==> src/rtl/ps2_pkg.sv <==
// Shared PS/2 definitions: transmitter state encoding, line levels, command/response
// codes and the microsecond-to-cycle conversion used to size timers.
package ps2_pkg;

  typedef enum logic [2:0] {
    ST_IDLE      = 3'd0,
    ST_INHIBIT   = 3'd1,
    ST_REQUEST   = 3'd2,
    ST_WAIT_EDGE = 3'd3,
    ST_SHIFT     = 3'd4,
    ST_DRAIN     = 3'd5,
    ST_RESULT    = 3'd6
  } ps2_tx_state_t;

  localparam logic YES  = 1'b1;
  localparam logic NO   = 1'b0;
  localparam logic LOW  = 1'b0;
  localparam logic HIGH = 1'b1;

  localparam logic [7:0] COMMAND_SET_LEDS      = 8'hED;
  localparam logic [7:0] SCAN_CODE_ACKNOWLEDGE = 8'hFA;
  localparam logic [7:0] SCAN_CODE_SELF_TEST   = 8'hAA;

  function automatic int ps2_us_to_cycles(input int clk_hz, input int us);
    return (clk_hz / 1_000_000) * us;
  endfunction

endpackage

==> src/rtl/ps2_line_sync.sv <==
// Two-flop synchroniser for the raw PS/2 clock and data pins, plus a registered
// falling-edge strobe on the synchronised clock. Shared by transmitter and receiver.
module ps2_line_sync
  import ps2_pkg::*;
(
  input  logic clk,
  input  logic reset,
  input  logic line_clk,
  input  logic line_data,
  output logic clk_sync,
  output logic data_sync,
  output logic clk_fall
);

  logic clk_meta;
  logic data_meta;

  // Idle bus is high, so reset the chain high to avoid a false edge.
  always_ff @(posedge clk) begin
    if (reset) begin
      clk_meta  <= HIGH;
      data_meta <= HIGH;
      clk_sync  <= HIGH;
      data_sync <= HIGH;
      clk_fall  <= NO;
    end else begin
      clk_meta  <= line_clk;
      data_meta <= line_data;
      clk_sync  <= clk_meta;
      data_sync <= data_meta;
      clk_fall  <= clk_sync & ~clk_meta;
    end
  end

endmodule

==> src/rtl/ps2_command_tx.sv <==
// Host-to-device PS/2 transmitter: request-to-send, 11-bit frame shifted on device
// clock falls, ack check, and one ack/error result per accepted command byte.
module ps2_command_tx
  import ps2_pkg::*;
#(
  parameter int CLK_HZ     = 50_000_000,
  parameter int INHIBIT_US = 100,
  parameter int TIMEOUT_US = 15_000
) (
  input  logic       clk,
  input  logic       reset,
  output logic       command_ready,
  input  logic       command_valid,
  input  logic [7:0] command_byte,
  input  logic       command_ack_ready,
  output logic       command_ack_valid,
  output logic       command_ack_error,
  input  logic       ps2_clk_in,
  input  logic       ps2_data_in,
  output logic       ps2_clk_drive_low,
  output logic       ps2_data_drive_low,
  output logic       transmitting
);

  localparam int INHIBIT_CYCLES = ps2_us_to_cycles(CLK_HZ, INHIBIT_US);
  localparam int TIMEOUT_CYCLES = ps2_us_to_cycles(CLK_HZ, TIMEOUT_US);
  localparam int INHIBIT_W      = $clog2(INHIBIT_CYCLES + 1);
  localparam int TIMEOUT_W      = $clog2(TIMEOUT_CYCLES + 1);
  localparam logic [INHIBIT_W-1:0] INHIBIT_LAST  = INHIBIT_W'(INHIBIT_CYCLES - 1);
  localparam logic [TIMEOUT_W-1:0] TIMEOUT_LIMIT = TIMEOUT_W'(TIMEOUT_CYCLES);

  ps2_tx_state_t        state;
  logic [8:0]           shift;
  logic [3:0]           bit_count;
  logic                 ack_fail;
  logic [INHIBIT_W-1:0] inhibit_count;
  logic [TIMEOUT_W-1:0] timeout_count;
  logic                 clk_sync;
  logic                 data_sync;
  logic                 clk_fall;
  logic                 timed_state;

  ps2_line_sync u_line_sync (
    .clk       (clk),
    .reset     (reset),
    .line_clk  (ps2_clk_in),
    .line_data (ps2_data_in),
    .clk_sync  (clk_sync),
    .data_sync (data_sync),
    .clk_fall  (clk_fall)
  );

  assign command_ready = (state == ST_IDLE);
  assign transmitting  = (state != ST_IDLE) && (state != ST_RESULT);
  assign timed_state   = (state == ST_WAIT_EDGE) || (state == ST_SHIFT) || (state == ST_DRAIN);

  // Frame sequencer, shift register, timers and registered line/result outputs.
  always_ff @(posedge clk) begin
    if (reset) begin
      state              <= ST_IDLE;
      shift              <= 9'd0;
      bit_count          <= 4'd0;
      ack_fail           <= NO;
      inhibit_count      <= '0;
      timeout_count      <= '0;
      ps2_clk_drive_low  <= NO;
      ps2_data_drive_low <= NO;
      command_ack_valid  <= NO;
      command_ack_error  <= NO;
    end else begin
      if (timed_state) begin
        if (clk_fall) begin
          timeout_count <= '0;
        end else if (timeout_count != TIMEOUT_LIMIT) begin
          timeout_count <= timeout_count + 1'b1;
        end
      end

      if (timed_state && (timeout_count == TIMEOUT_LIMIT)) begin
        ps2_clk_drive_low  <= NO;
        ps2_data_drive_low <= NO;
        command_ack_valid  <= YES;
        command_ack_error  <= YES;
        state              <= ST_RESULT;
      end else begin
        case (state)
          ST_IDLE: begin
            if (command_valid) begin
              shift             <= {~^command_byte, command_byte};
              inhibit_count     <= '0;
              ps2_clk_drive_low <= YES;
              state             <= ST_INHIBIT;
            end
          end
          ST_INHIBIT: begin
            if (inhibit_count == INHIBIT_LAST) begin
              ps2_data_drive_low <= YES;
              state              <= ST_REQUEST;
            end else begin
              inhibit_count <= inhibit_count + 1'b1;
            end
          end
          ST_REQUEST: begin
            ps2_clk_drive_low <= NO;
            timeout_count     <= '0;
            bit_count         <= 4'd0;
            state             <= ST_WAIT_EDGE;
          end
          ST_WAIT_EDGE, ST_SHIFT: begin
            if (clk_fall) begin
              if (bit_count == 4'd10) begin
                ack_fail           <= data_sync;
                ps2_data_drive_low <= NO;
                state              <= ST_DRAIN;
              end else begin
                // Ones shift in behind the parity bit, so fall 10 releases data as the stop bit.
                ps2_data_drive_low <= ~shift[0];
                shift              <= {1'b1, shift[8:1]};
                bit_count          <= bit_count + 4'd1;
                state              <= ST_SHIFT;
              end
            end
          end
          ST_DRAIN: begin
            if (clk_sync && data_sync) begin
              command_ack_valid <= YES;
              command_ack_error <= ack_fail;
              state             <= ST_RESULT;
            end
          end
          ST_RESULT: begin
            if (command_ack_ready) begin
              command_ack_valid <= NO;
              state             <= ST_IDLE;
            end
          end
          default: begin
            ps2_clk_drive_low  <= NO;
            ps2_data_drive_low <= NO;
            command_ack_valid  <= NO;
            state              <= ST_IDLE;
          end
        endcase
      end
    end
  end

endmodule

==> config.mk <==
export PLATFORM = sky130hd
export DESIGN_NAME = ps2_command_tx
export DESIGN_NICKNAME = d
export VERILOG_FILES = /design/src/rtl/ps2_pkg.sv /design/src/rtl/ps2_line_sync.sv /design/src/rtl/ps2_command_tx.sv
export SDC_FILE = /design/constraint.sdc
export NUM_CORES = 1
export LEC_CHECK = 0
export ABC_AREA = 1
export CAP_MARGIN = 20
export CORE_AREA = 2 2 85 87
export DETAILED_ROUTE_END_ITERATION = 7
export DIE_AREA = 0 0 87 89
export PLACE_DENSITY_LB_ADDON = 0.25
export SLEW_MARGIN = 20
export SYNTH_ARGS = -nofsm -noshare
export SYNTH_HDL_FRONTEND = slang
export SYNTH_HIERARCHICAL = 1
export SYNTH_SLANG_ARGS = --single-unit
==> constraint.sdc <==
create_clock -name clk -period 2.8 [get_ports clk]
set_input_delay 0.56 -clock clk [delete_from_list [all_inputs] [get_ports clk]]
set_output_delay 0.56 -clock clk [all_outputs]
set_load 0.03 [all_outputs]
### Clock network drawn from the DEF, run 1

Scale bar: 20 um.
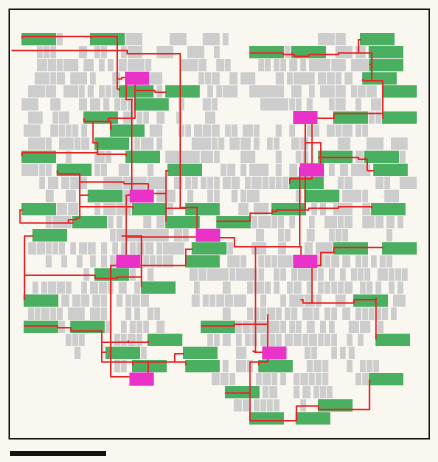
Key: magenta = cells driving clock nets [count 9]; green = flip-flops [count 59]; red = clock wires [length 845 um]
There are 10 routed clock nets.
Clk pwr share: 21.1%
Max Clock Skew: 0.00854 ns

### PDN straps and rails, run 1

Scale bar: 20 um. Pins as bars on the die edge. Tap cells in gray.
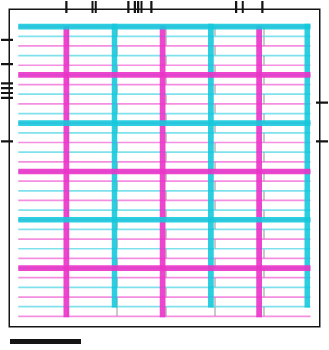
Key: magenta = VSS; cyan = VDD
6 straps on met4. 80 tap cells. 20 signal pins sit on the boundary. The core has 30 rows. 31 met1 rails follow the rows.
maximum VDD drop: 493 uV
Core Area: 6720 um^2
die span in x: 87 um

### The clock network, run 1

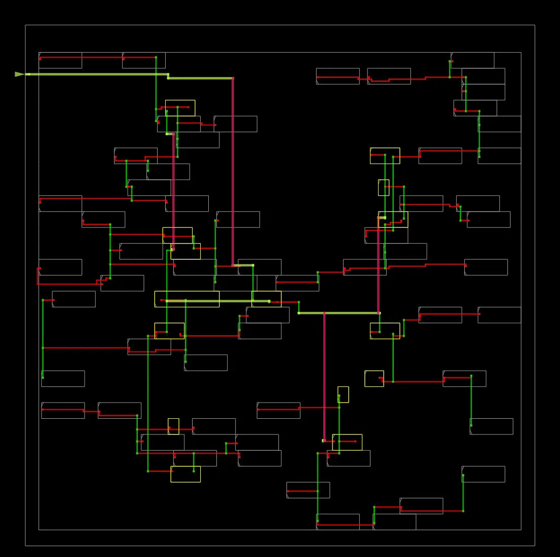
Layout clock buffers: 10
CTS buffer count: 9
FF+latch count: 59
clk_lat worst skew: 0.34 ns

### Placement by cell class, run 1

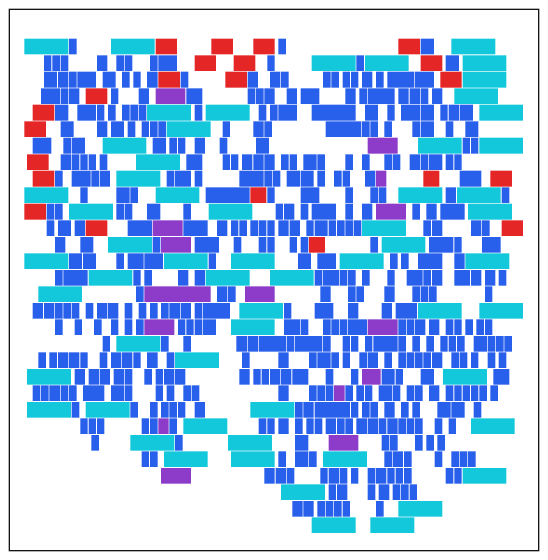
Key: purple = clock drivers and dummy loads [cells 15, share of their area 4.9%]; cyan = flip-flops [cells 59, share of their area 30%]; red = other buffers and delay cells [cells 22, share of their area 5.4%]; blue = all other logic [cells 486, share of their area 60%]
flop share of the area: 29.3%
row cnt: 30
final instance area: 4040 um^2
Finished Core Util: 60.1%

[run 1: state kept, by name, summed over array words and instances, names as in the netlist, 3 cells and up]
signal and cells:
inhibit_count 13, state 3, timeout_count 20, bit_count 4, shift 9
[run 1: critical path, stage by stage (launching register included)]
cell	delay, ns
dfxtp_1	0.46
inv_1	0.14
nand2_2	0.10
inv_2	0.06
a21oi_1	0.11
clkdlybuf4s50_1	0.69
[run 1: power groups by stage]
stage | Combinational, mW | Sequential, mW | Clock, mW
after global placement | 1.75 | 1.10 | 0
after CTS | 1.80 | 1.08 | 0.789
final | 1.78 | 1.08 | 0.768
after floorplan | 1.55 | 1.10 | 0
after detailed placement | 1.79 | 1.10 | 0
after global routing | 2.03 | 1.10 | 0.822
[run 1: cell usage in the layout (no fill, tap or decap), types with 3 or more instances in the layout]
master,count
nor2_4,4
nand4_1,7
nand3b_1,4
clkinv_2,3
nand3_1,31
nand2_2,9
nor3_1,10
a21oi_1,28
nor2_1,84
inv_1,68
ha_1,5
nor2_2,13
clkbuf_8,10
buf_4,3
or2_1,4
nand2_4,6
clkdlybuf4s50_1,19
xor2_1,4
nand2_1,144
o21ai_2,3
xnor2_1,7
dfxtp_1,59
o21ai_0,20
o21ai_1,5
inv_2,9
[run 1: worst max path at each step]
stage | start | depth (start not counted) | slack [ns] | to
2_1_floorplan | state[1] | 4 | 1.03 | transmitting
3_3_place_gp | reset | 7 | 0.57 | timeout_count[5]
3_5_place_dp | reset | 7 | 0.50 | timeout_count[4]
4_1_cts | state[1] | 5 | 0.33 | transmitting
5_1_grt | state[1] | 5 | 0.21 | transmitting
6_report | state[1] | 5 | 0.34 | transmitting
[run 1: area by class of cell]
class	instances	area, um^2	area share, %
Clock buffer	10	138	3.41
Clock inverter	5	53.8	1.33
Inverter	80	308	7.63
Multi-Input combinational cell	406	2040	50.6
Sequential cell	59	1180	29.3
Tap cell	80	100	2.48
Timing Repair Buffer	22	213	5.27
[run 1: Yosys cell counts, types with 6 or more instances]
cell type,number,area share (%)
dfxtp_1,59,33
nor2_2,13,2.2
xnor2_1,7,1.7
o21ai_0,20,2.8
nand3_1,31,4.3
nand2_1,144,15
nand4_1,7,1.2
inv_2,9,0.93
nand2_4,6,1.9
a21oi_1,28,3.9
nor3_1,10,1.4
nand2_2,9,1.6
nor2_1,84,8.7
inv_1,68,7.1
[run 1: stage by stage]
step / hold WS, ns / utilization (%) / worst slack, ns / cell area (um^2)
finish: 0.435 / 60.1 / 0.343 / 4040
global route: 0.455 / 60.1 / 0.212 / 4040
CTS: 0.440 / 60.1 / 0.335 / 4040
detailed placement: 0.423 / 57.2 / 0.500 / 3840
global placement: 0.394 / 57.2 / 0.572 / 3840
floorplan: 0.385 / - / 1.03 / 3620
[run 1: routing by layer]
metal  global-route usage (%)  up-vias  part of all wire (%)
met3                     3.60       14                   3.1
met2                     33.2       58                    46
li1                         -     1779                     -
met5                        0        -                     0
met4                     11.2        0                   2.0
met1                     28.3     1428                    49
==> job_summary.md, run 1 <==
### Yosys + OpenROAD results

| Metric | Value |
|---|---|
| Cells in synth_stat.txt | `554` |
| DR iter-0 viols | `183` |
| Min Tclk post-route | `2.46 ns` |
| Setup TNS | `0 ns` |
| Crit. End Element | `output port` |
| Syn nets | `573` |
| Clock root cell | `clkbuf_8` |
| Port bufs | `19` |
| Crit path DRT | `2.24 ns` |
| Worst-Margin Slew | `0.372 ns` |
| Max-cap violations | `0` |
| Pleak | `1.77 nW` |
| CP Data Arrival Time | `1.90 ns` |
| Yosys simple share | `41.8%` |
| Flops & latches, synth | `59` |
| Overall Global Routing Usage | `21.3%` |
| Antenna violations before repair | `0` |
| # DRC | `0` |
| Filler cells | `640` |
| Number of enable flip-flop cells | `0` |
| Worst slew margin | `75.0%` |
| Sw frac | `45.0%` |
| Min-Delay Path Depth | `1` |
| FF-to-FF path depth | `10` |
| Final max-slew violation count | `0` |
| Mux share | `0.277%` |
| GRT overflow | `0` |
| H-tree depth | `3` |
| Worst R2R Setup Slack | `0.97 ns` |
| Register area share after synthesis | `32.7%` |
| Yosys stat chip area | `3620 um^2` |
| Gate Count Post-Synth | `554` |
| First-pass GRT wire length | `13.1 mm` |
| ANT nets after route | `0` |
| Antenna Diode Count | `0` |
| Post_cts resized | `0` |
| Pre-antenna DRT Iters | `4` |
| Outcome | `complete, no violations` |
| Clock Path Buffers | `2` |
| Worst Setup Start Kind | `register` |
| Routed len/inst | `11.3 um` |
| Fmax | `0.407 GHz` |
| DP HPWL | `5.72 mm` |
| Worst r2r src | `state[2]` |
| Main flop type | `dfxtp_1` |
| Crit-path max FO | `6` |
| DRT Wirelength | `7.48 mm` |
| Vias in the first global route | `3007` |
| Hold buffers post-CTS | `0` |
| Total power draw | `3.63 mW` |
| CTS clk-pin slew, worst paths | `0.07 ns` |
| Cycle use final | `87.7%` |
| Area growth from synthesis to layout | `11.6%` |
| Log Warnings | `28` |
| DR vias | `3279` |
| Internal Dissipation | `2.00 mW` |
| Fp util | `53.8%` |
| Pwr Density | `900 nW/um^2` |
| Aoi share | `10.0%` |
| Sequential share of power | `29.8%` |
| Post-CTS Setup Repair Bufs | `0` |
| Post-DR vias/cell | `4.95` |
| CTS Sinks | `59` |
| Switch Pwr | `1.63 mW` |
| DIE AREA | `7740 um^2` |
| Final Non-Filler Cells | `662` |
| Post-synthesis cell area | `3620 um^2` |
| Share of cells above drive strength 1 | `12.2%` |
| Hold endpoint | `u_line_sync/data_sync` |
| Reg-to-reg endpoint | `shift[6]` |
| Min-delay src | `u_line_sync/data_meta` |
| Netlist cell types | `45` |
| # IOs | `20` |
| Largest net degree at the start of global routing | `24` |
| Avg Cell Area, Syn | `6.53 um^2` |
| Setup CP Type | `register to output port` |
| Largest family of logic cells by area | `simple AND/OR/NAND/NOR gates` |
| Adder-Cell Fraction of Synth Area | `1.73%` |
| Final setup vio count | `0` |
| Type of the worst min-delay path | `register to register` |
| Yosys Warn Count | `6` |
| Placer Congestion | `0.934` |
| RSZ-0062 raised after global routing | `no` |
| Yosys xor share | `2.66%` |
| Nets@finish | `597` |
| Synth async-reset ratio | `0%` |
| Fin. Hold Viols | `0` |
| Cell count after placement | `647` |
| TritonCTS clock tree | `yes` |
| Logic pwr share | `49.1%` |
### Signal wires by layer, run 1

Scale bar: 20 um. Two of the layers only.
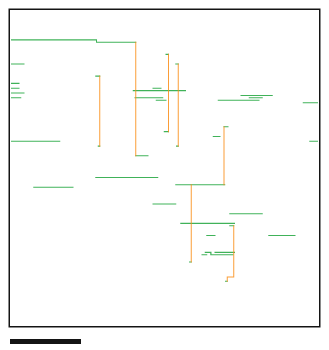

## Run 2: what changed since run 1
--- a/config.mk
+++ b/config.mk
@@ -7,9 +7,9 @@
 export LEC_CHECK = 0
 export ABC_AREA = 1
 export CAP_MARGIN = 20
-export CORE_AREA = 2 2 85 87
+export CORE_AREA = 2 2 78 94
 export DETAILED_ROUTE_END_ITERATION = 7
-export DIE_AREA = 0 0 87 89
+export DIE_AREA = 0 0 80 96
 export PLACE_DENSITY_LB_ADDON = 0.25
 export SLEW_MARGIN = 20
 export SYNTH_ARGS = -nofsm -noshare
### Signal wires by layer, run 2

Scale bar: 20 um. Two of the layers only.
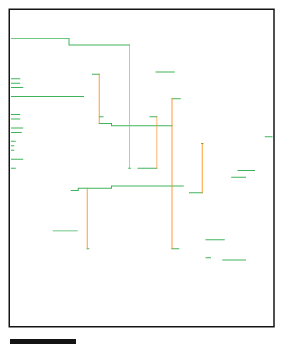
Key: orange = met4 [wire length 147 um]; green = met3 [wire length 203 um]
DRT Wirelength: 7.56 mm
DR vias: 3376
Overall Global Routing Usage: 21.4%

### Clock network drawn from the DEF, run 2

Scale bar: 20 um.
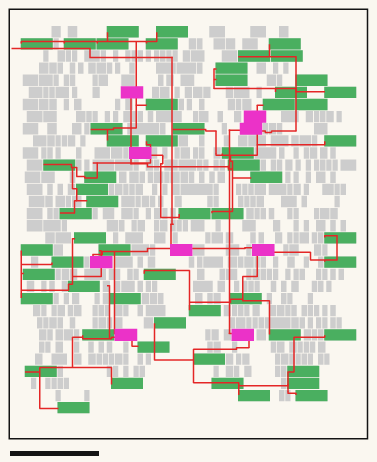
Key: magenta = cells driving clock nets [count 9]; green = flip-flops [count 59]; red = clock wires [length 845 um]
Position of the flops: all over the die.
Max Clock Skew: 0.00799 ns
clk pwr: 0.717 mW
Clk pwr share: 20.0%

==> run 2 against run 1 <==
Sequential share of layout area about the same. Cell area about the same. Setup slack got worse by 0.057 ns. Critical endpoint unchanged. Combinational power about the same. Synthesized area unchanged. Sequential power about the same. Clock power decreased by 6.6%. Critical path depth unchanged.
==> job_summary.md, run 2 <==
### Yosys + OpenROAD results

| Metric | Value |
|---|---|
| Outcome | `complete, no violations` |
| Clock Path Buffers | `2 (unchanged)` |
| Final max-slew violation count | `0 (unchanged)` |
| Share of cells above drive strength 1 | `12.0% (-0.17 points)` |
| Post-CTS Setup Repair Bufs | `0 (unchanged)` |
| Crit path DRT | `2.24 ns (about the same)` |
| Register area share after synthesis | `32.7% (unchanged)` |
| Antenna Diode Count | `0 (unchanged)` |
| Yosys simple share | `41.8% (unchanged)` |
| Worst setup margin | `0.286 ns (-0.0566 ns)` |
| Syn nets | `573 (unchanged)` |
| Min Tclk post-route | `2.51 ns (+0.0566 ns)` |
| # DRC | `0 (unchanged)` |
| Pre-antenna DRT Iters | `4 (unchanged)` |
| Crit. End Element | `output port` |
| Main flop type | `dfxtp_1` |
| Post-DR vias/cell | `5.05 (+1.9%)` |
| Vias in the first global route | `3096 (+3.0%)` |
| GRT overflow | `0 (unchanged)` |
| Adder-Cell Fraction of Synth Area | `1.73% (unchanged)` |
| ANT nets after route | `0 (unchanged)` |
| Largest family of logic cells by area | `simple AND/OR/NAND/NOR gates` |
| Clk_lat worst skew | `0.34 ns (about the same)` |
| Top Registers | `timeout_count x20, inhibit_count x13, shift x9` |
| Worst Setup Start Kind | `register` |
| Largest net degree at the start of global routing | `24 (unchanged)` |
| Most common cell in the synthesized netlist | `nand2_1` |
| Nets@finish | `597 (unchanged)` |
| Core Area | `6770 um^2 (+0.78%)` |
| Pwr Density | `890 nW/um^2 (-1.1%)` |
| Antenna violations before repair | `0 (unchanged)` |
| Fp util | `53.4% (-0.42 points)` |
| Most frequent cells in the layout | `nand2_1 (144), nor2_1 (84), inv_1 (68)` |
| Final setup vio count | `0 (unchanged)` |
| Area growth from synthesis to layout | `11.5% (about the same)` |
| Top cells by count | `nand2_1 (144), nor2_1 (84), inv_1 (68)` |
| DR iter-0 viols | `168 (-8.2%)` |
| Placement Cell Area | `3850 um^2 (+0.23%)` |
| Hold buffers post-CTS | `0 (unchanged)` |
| CTS clk-pin slew, worst paths | `0.07 ns (about the same)` |
| CTS Sinks | `59 (unchanged)` |
| Worst-Margin Slew | `0.377 ns (+0.00472 ns)` |
| Max-cap violations | `0 (unchanged)` |
| Netlist cell types | `45 (unchanged)` |
| Yosys top cell area share | `32.7% (unchanged)` |
| Crit-path max FO | `6 (unchanged)` |
| CP Data Arrival Time | `1.95 ns (+0.05 ns)` |
| TritonCTS clock tree | `yes` |
| Worst slew margin | `74.6% (-0.32 points)` |
| DIE AREA | `7680 um^2 (-0.81%)` |
| Cell type with the largest total area | `dfxtp_1` |
| Setup TNS | `0 ns (unchanged)` |
| Place WS | `0.675 ns (+0.175 ns)` |
| DP HPWL | `5.80 mm (+1.4%)` |
| Gate Count Post-Synth | `554 (unchanged)` |
| CTS buffer count | `9 (unchanged)` |
| Log Warnings | `28 (unchanged)` |
| Port bufs | `19 (unchanged)` |
| RSZ-0062 raised after global routing | `no` |
| Maximum VDD drop | `697 uV (+41%)` |
| Yosys stat chip area | `3620 um^2 (unchanged)` |
| Hold slack | `0.414 ns (-0.0216 ns)` |
| Biggest register | `timeout_count` |
| Number of enable flip-flop cells | `0 (unchanged)` |
| Final instance area | `4030 um^2 (about the same)` |
| Avg Cell Area, Syn | `6.53 um^2 (unchanged)` |
| Placer Congestion | `0.912 (-2.4%)` |
| Top cell excl fill/tap | `nand2_1` |
| Clock root cell | `clkbuf_8` |
| Cycle use final | `89.8% (+2.0 points)` |
| Setup CP Type | `register to output port` |
| Fmax | `0.398 GHz (-2.3%)` |
| Cell count after placement | `654 (+1.1%)` |
| Routed len/inst | `11.3 um (about the same)` |
| Final Non-Filler Cells | `669 (+1.1%)` |
| Row cnt | `33 (+10%)` |
| Post-synthesis cell area | `3620 um^2 (unchanged)` |
| Fin. Hold Viols | `0 (unchanged)` |
| Post_cts resized | `0 (unchanged)` |
| Yosys xor share | `2.66% (unchanged)` |
| Post-synth area hogs | `dfxtp_1 (33%), nand2_1 (15%), nor2_1 (8.7%)` |
| Aoi share | `10.0% (unchanged)` |
| Mux share | `0.277% (unchanged)` |
| Flops & latches, synth | `59 (unchanged)` |
| Type of the worst min-delay path | `register to register` |
| H-tree depth | `3 (unchanged)` |
| First-pass GRT wire length | `13.0 mm (-0.42%)` |
[run 2: cell counts after synthesis]
No cell type changed its count.
[run 2: path summary, 6_finish.rpt]
kind / from / to / slack (ns) / cells past startpoint
setup / recovery: state[1] / transmitting / 0.29 / 5
setup reg to reg: state[2] / timeout_count[12] / 0.95 / 11
hold / removal: u_line_sync/data_meta / u_line_sync/data_sync / 0.41 / 1
hold reg to reg: u_line_sync/data_meta / u_line_sync/data_sync / 0.41 / 1
[run 2: per-stage QoR]
step	utilization, %	power, mW
final	59.5	3.59
after global routing	59.5	3.89
after CTS	59.5	3.61
after detailed placement	56.9	2.89
after global placement	56.9	2.84
after floorplan	-	2.65
[run 2: cell families (layout without fill, tap and decap cells)]
group	Yosys count	count (layout)
buf+inv	89	117
xor+xnor	11	11
mux	1	1
fa+ha+maj	5	5
flops	59	59
compound gates	64	64
simple gates	325	325
[run 2: routing by layer]
metal  wire length, um  up-vias  GRT usage [%]  share of wire (%)
met3               203       15           3.38                2.7
met4               146        0           10.0                1.9
met2              3720       42           37.2                 49
li1                  -     1775              -                  -
met1              3490     1544           25.7                 46
met5                 0        -              0                  0
[run 2: layout make-up]
class | count | area [um^2]
sequential | 59 | 1180
clock buffer | 13 | 169
inverter | 80 | 308
clock inverter | 2 | 10.0
multi-input combinational | 406 | 2040
tap | 87 | 109
fill | 675 | 2740
timing repair buffer | 22 | 213
[run 2: worst max-delay path: stages (launching register included)]
cell	delay, ns
dfxtp_1	0.45
inv_1	0.14
nand2_2	0.10
inv_2	0.06
a21oi_1	0.16
clkdlybuf4s50_1	0.70
[run 2: report_power, final]
group,leakage [nW],internal [mW],total (mW),switching [mW]
registers,0.480,0.986,1.08,0.0974
clock network,0.0953,0.386,0.717,0.331
logic,1.19,0.588,1.79,1.20
total,1.77,1.96,3.59,1.63
### Placement by cell class, run 2

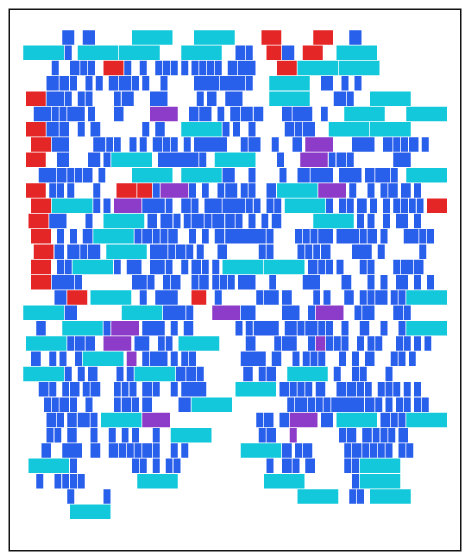

## Run 3: what changed since run 2
==> constraint.sdc (replaced) <==
create_clock -name clk -period 2.8 [get_ports clk]
set_input_delay 0.42 -clock clk [delete_from_list [all_inputs] [get_ports clk]]
set_output_delay 0.42 -clock clk [all_outputs]
set_load 0.03 [all_outputs]
### Placement by cell class, run 3

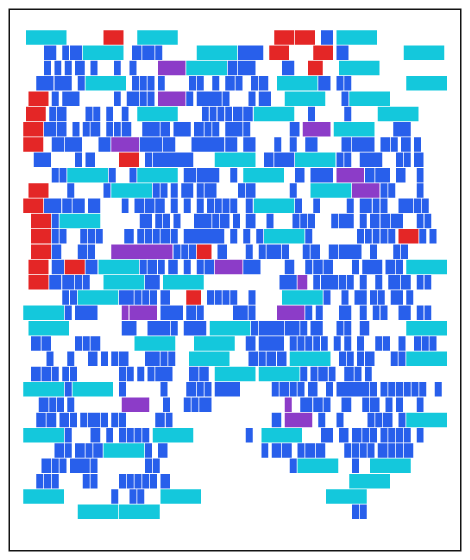
Key: purple = clock drivers and dummy loads [cells 15, share of their area 4.9%]; red = other buffers and delay cells [cells 22, share of their area 5.4%]; cyan = flip-flops [cells 59, share of their area 30%]; blue = all other logic [cells 486, share of their area 60%]
final instance area: 4050 um^2
Core Area: 6770 um^2

### Signal wires by layer, run 3

Scale bar: 20 um. Two of the layers only.
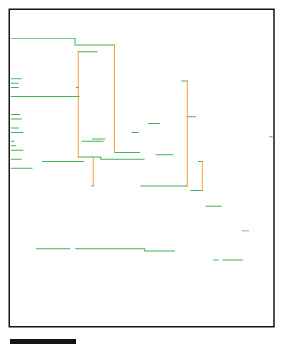
Key: green = met3 [wire length 232 um]; orange = met4 [wire length 114 um]
DRT Wirelength: 7.61 mm
Overall Global Routing Usage: 21.6%
DR vias: 3326
routed len/inst: 11.4 um

==> run 3 against run 2 <==
Global-route usage is 0.22 points higher. Clock skew hardly changed. Cell area is 0.37% higher. Routed wire length is 0.66% higher. Synthesized area stayed put. Power is 1.8% higher. Clock power is 11% higher. Flip-flop count stayed put. Critical endpoint unchanged.
==> job_summary.md, run 3 <==
### Yosys + OpenROAD results

| Metric | Value |
|---|---|
| Fin. Hold Viols | `0 (unchanged)` |
| Max-cap violations | `0 (unchanged)` |
| Slowest CP cell | `clkdlybuf4s50_1` |
| Yosys top cell area share | `32.7% (unchanged)` |
| Worst path cell trace | `inv_1 > nand2_2 > inv_2 > a21oi_1 > clkdlybuf4s50_1` |
| CTS clk-pin slew, worst paths | `0.07 ns (about the same)` |
| Yosys stat chip area | `3620 um^2 (unchanged)` |
| Biggest register | `timeout_count` |
| Flops & latches, synth | `59 (unchanged)` |
| Cycle use final | `83.8% (-6.0 points)` |
| First-pass GRT wire length | `13.0 mm (+0.16%)` |
| GRT overflow | `0 (unchanged)` |
| Post-synthesis cell area | `3620 um^2 (unchanged)` |
| Crit-path max FO | `6 (unchanged)` |
| Row cnt | `33 (unchanged)` |
| Top Registers | `timeout_count x20, inhibit_count x13, shift x9` |
| DIE AREA | `7680 um^2 (unchanged)` |
| Clock Path Buffers | `2 (unchanged)` |
| Critical path's top delay family | `buffers and inverters` |
| Antenna Diode Count | `0 (unchanged)` |
| Worst R2R Setup Slack | `1.03 ns (+0.08 ns)` |
| Maximum VDD drop | `675 uV (-3.1%)` |
| RSZ-0062 raised after global routing | `no` |
| Min-Delay Path Depth | `1 (unchanged)` |
| Cell count after placement | `654 (unchanged)` |
| Placer Congestion | `0.904 (-0.94%)` |
| Final Non-Filler Cells | `669 (unchanged)` |
| Crit path DRT | `2.38 ns (+0.14 ns)` |
| Worst Setup Start Kind | `register` |
| Pre-antenna DRT Iters | `4 (unchanged)` |
| Post_cts resized | `0 (unchanged)` |
| Place WS | `0.825 ns (+0.150 ns)` |
| CTS buffer count | `9 (unchanged)` |
| Min Tclk post-route | `2.35 ns (-0.168 ns)` |
| Nets@finish | `597 (unchanged)` |
| Most frequent cells in the layout | `nand2_1 (144), nor2_1 (84), inv_1 (68)` |
| Type of the worst min-delay path | `register to register` |
| Area growth from synthesis to layout | `11.9%` |
| Outcome | `complete, no violations` |
| Reg-to-reg endpoint | `timeout_count[12]` |
| Pwr Density | `903 nW/um^2 (+1.4%)` |
| Cell type with the largest total area | `dfxtp_1` |
| Largest net degree at the start of global routing | `24 (unchanged)` |
| Most common cell in the synthesized netlist | `nand2_1` |
| # DRC | `0 (unchanged)` |
| Register area share after synthesis | `32.7% (unchanged)` |
| Worst-Margin Slew | `0.400 ns (+0.0226 ns)` |
| CTS Sinks | `59 (unchanged)` |
| Antenna violations before repair | `0 (unchanged)` |
| Post-DR vias/cell | `4.97 (-1.5%)` |
| Port bufs | `19 (unchanged)` |
| Log Warnings | `28 (unchanged)` |
| Main flop type | `dfxtp_1` |
| Vias in the first global route | `3079 (-0.55%)` |
| Post-CTS Setup Repair Bufs | `0 (unchanged)` |
| CP Buf/Inv Count | `3 (unchanged)` |
| Hold buffers post-CTS | `0 (unchanged)` |
| Hold endpoint | `u_line_sync/data_sync` |
| Avg Cell Area, Syn | `6.53 um^2 (unchanged)` |
| Clock root cell | `clkbuf_8` |
| Slowest stage delay, CP | `0.69 ns (about the same)` |
| Fp util | `53.4% (unchanged)` |
| Gate Count Post-Synth | `554 (unchanged)` |
| Max Clock Skew | `0.00790 ns (-0.0000861 ns)` |
[run 3: cell type report]
| class | count | area (um^2) | area share, % |
|---|---|---|---|
| clock buffer | 13 | 159 | 3.93 |
| clock inverter | 2 | 35.0 | 0.866 |
| inverter | 80 | 308 | 7.61 |
| multi-input combinational | 406 | 2040 | 50.5 |
| sequential | 59 | 1180 | 29.2 |
| tap | 87 | 109 | 2.69 |
| timing repair buffer | 22 | 213 | 5.26 |
[run 3: report_power, final]
group          internal [mW]  switching, mW
combinational          0.588           1.20
sequential             0.985         0.0900
clock                  0.454          0.339
[run 3: how the worst max path moves through the flow]
stage,start,end
after global placement,state[1],transmitting
after global routing,state[1],transmitting
after floorplan,state[1],transmitting
after CTS,state[1],transmitting
final,state[1],transmitting
after detailed placement,state[1],transmitting
[run 3: logic make-up after synthesis]
kind of cell	after synthesis	synth area share, %
fa+ha+maj	5	1.73
xor+xnor	11	2.66
mux	1	0.277
compound gates	64	10.0
buf+inv	89	10.9
flops	59	32.7
simple gates	325	41.8
[run 3: worst register-to-register path: cells and delay by family, from the launching register on]
kind | cells | cell delay [ns]
buffers and inverters | 3 | 0.45
and+or+nand+nor | 8 | 0.96
DFF | 1 | 0.31
[run 3: stage by stage]
stage	total power, mW	cell area, um^2	utilization [%]	hold slack, ns
2_1_floorplan	2.65	3620	-	0.385
3_3_place_gp	2.84	3850	56.9	0.400
3_5_place_dp	2.88	3850	56.9	0.393
4_1_cts	3.68	4050	59.8	0.417
5_1_grt	3.95	4050	59.8	0.465
6_report	3.65	4050	59.8	0.411
[run 3: metal layers]
| layer | up-vias | wire [um] | GRT usage (%) |
|---|---|---|---|
| met5 | - | 0 | 0 |
| met4 | 0 | 114 | 7.91 |
| met3 | 12 | 231 | 5.16 |
| met2 | 52 | 3840 | 38.1 |
| met1 | 1487 | 3430 | 25.4 |
| li1 | 1775 | - | - |
Power figures rest on the tool's default switching activity, not on a simulated workload.
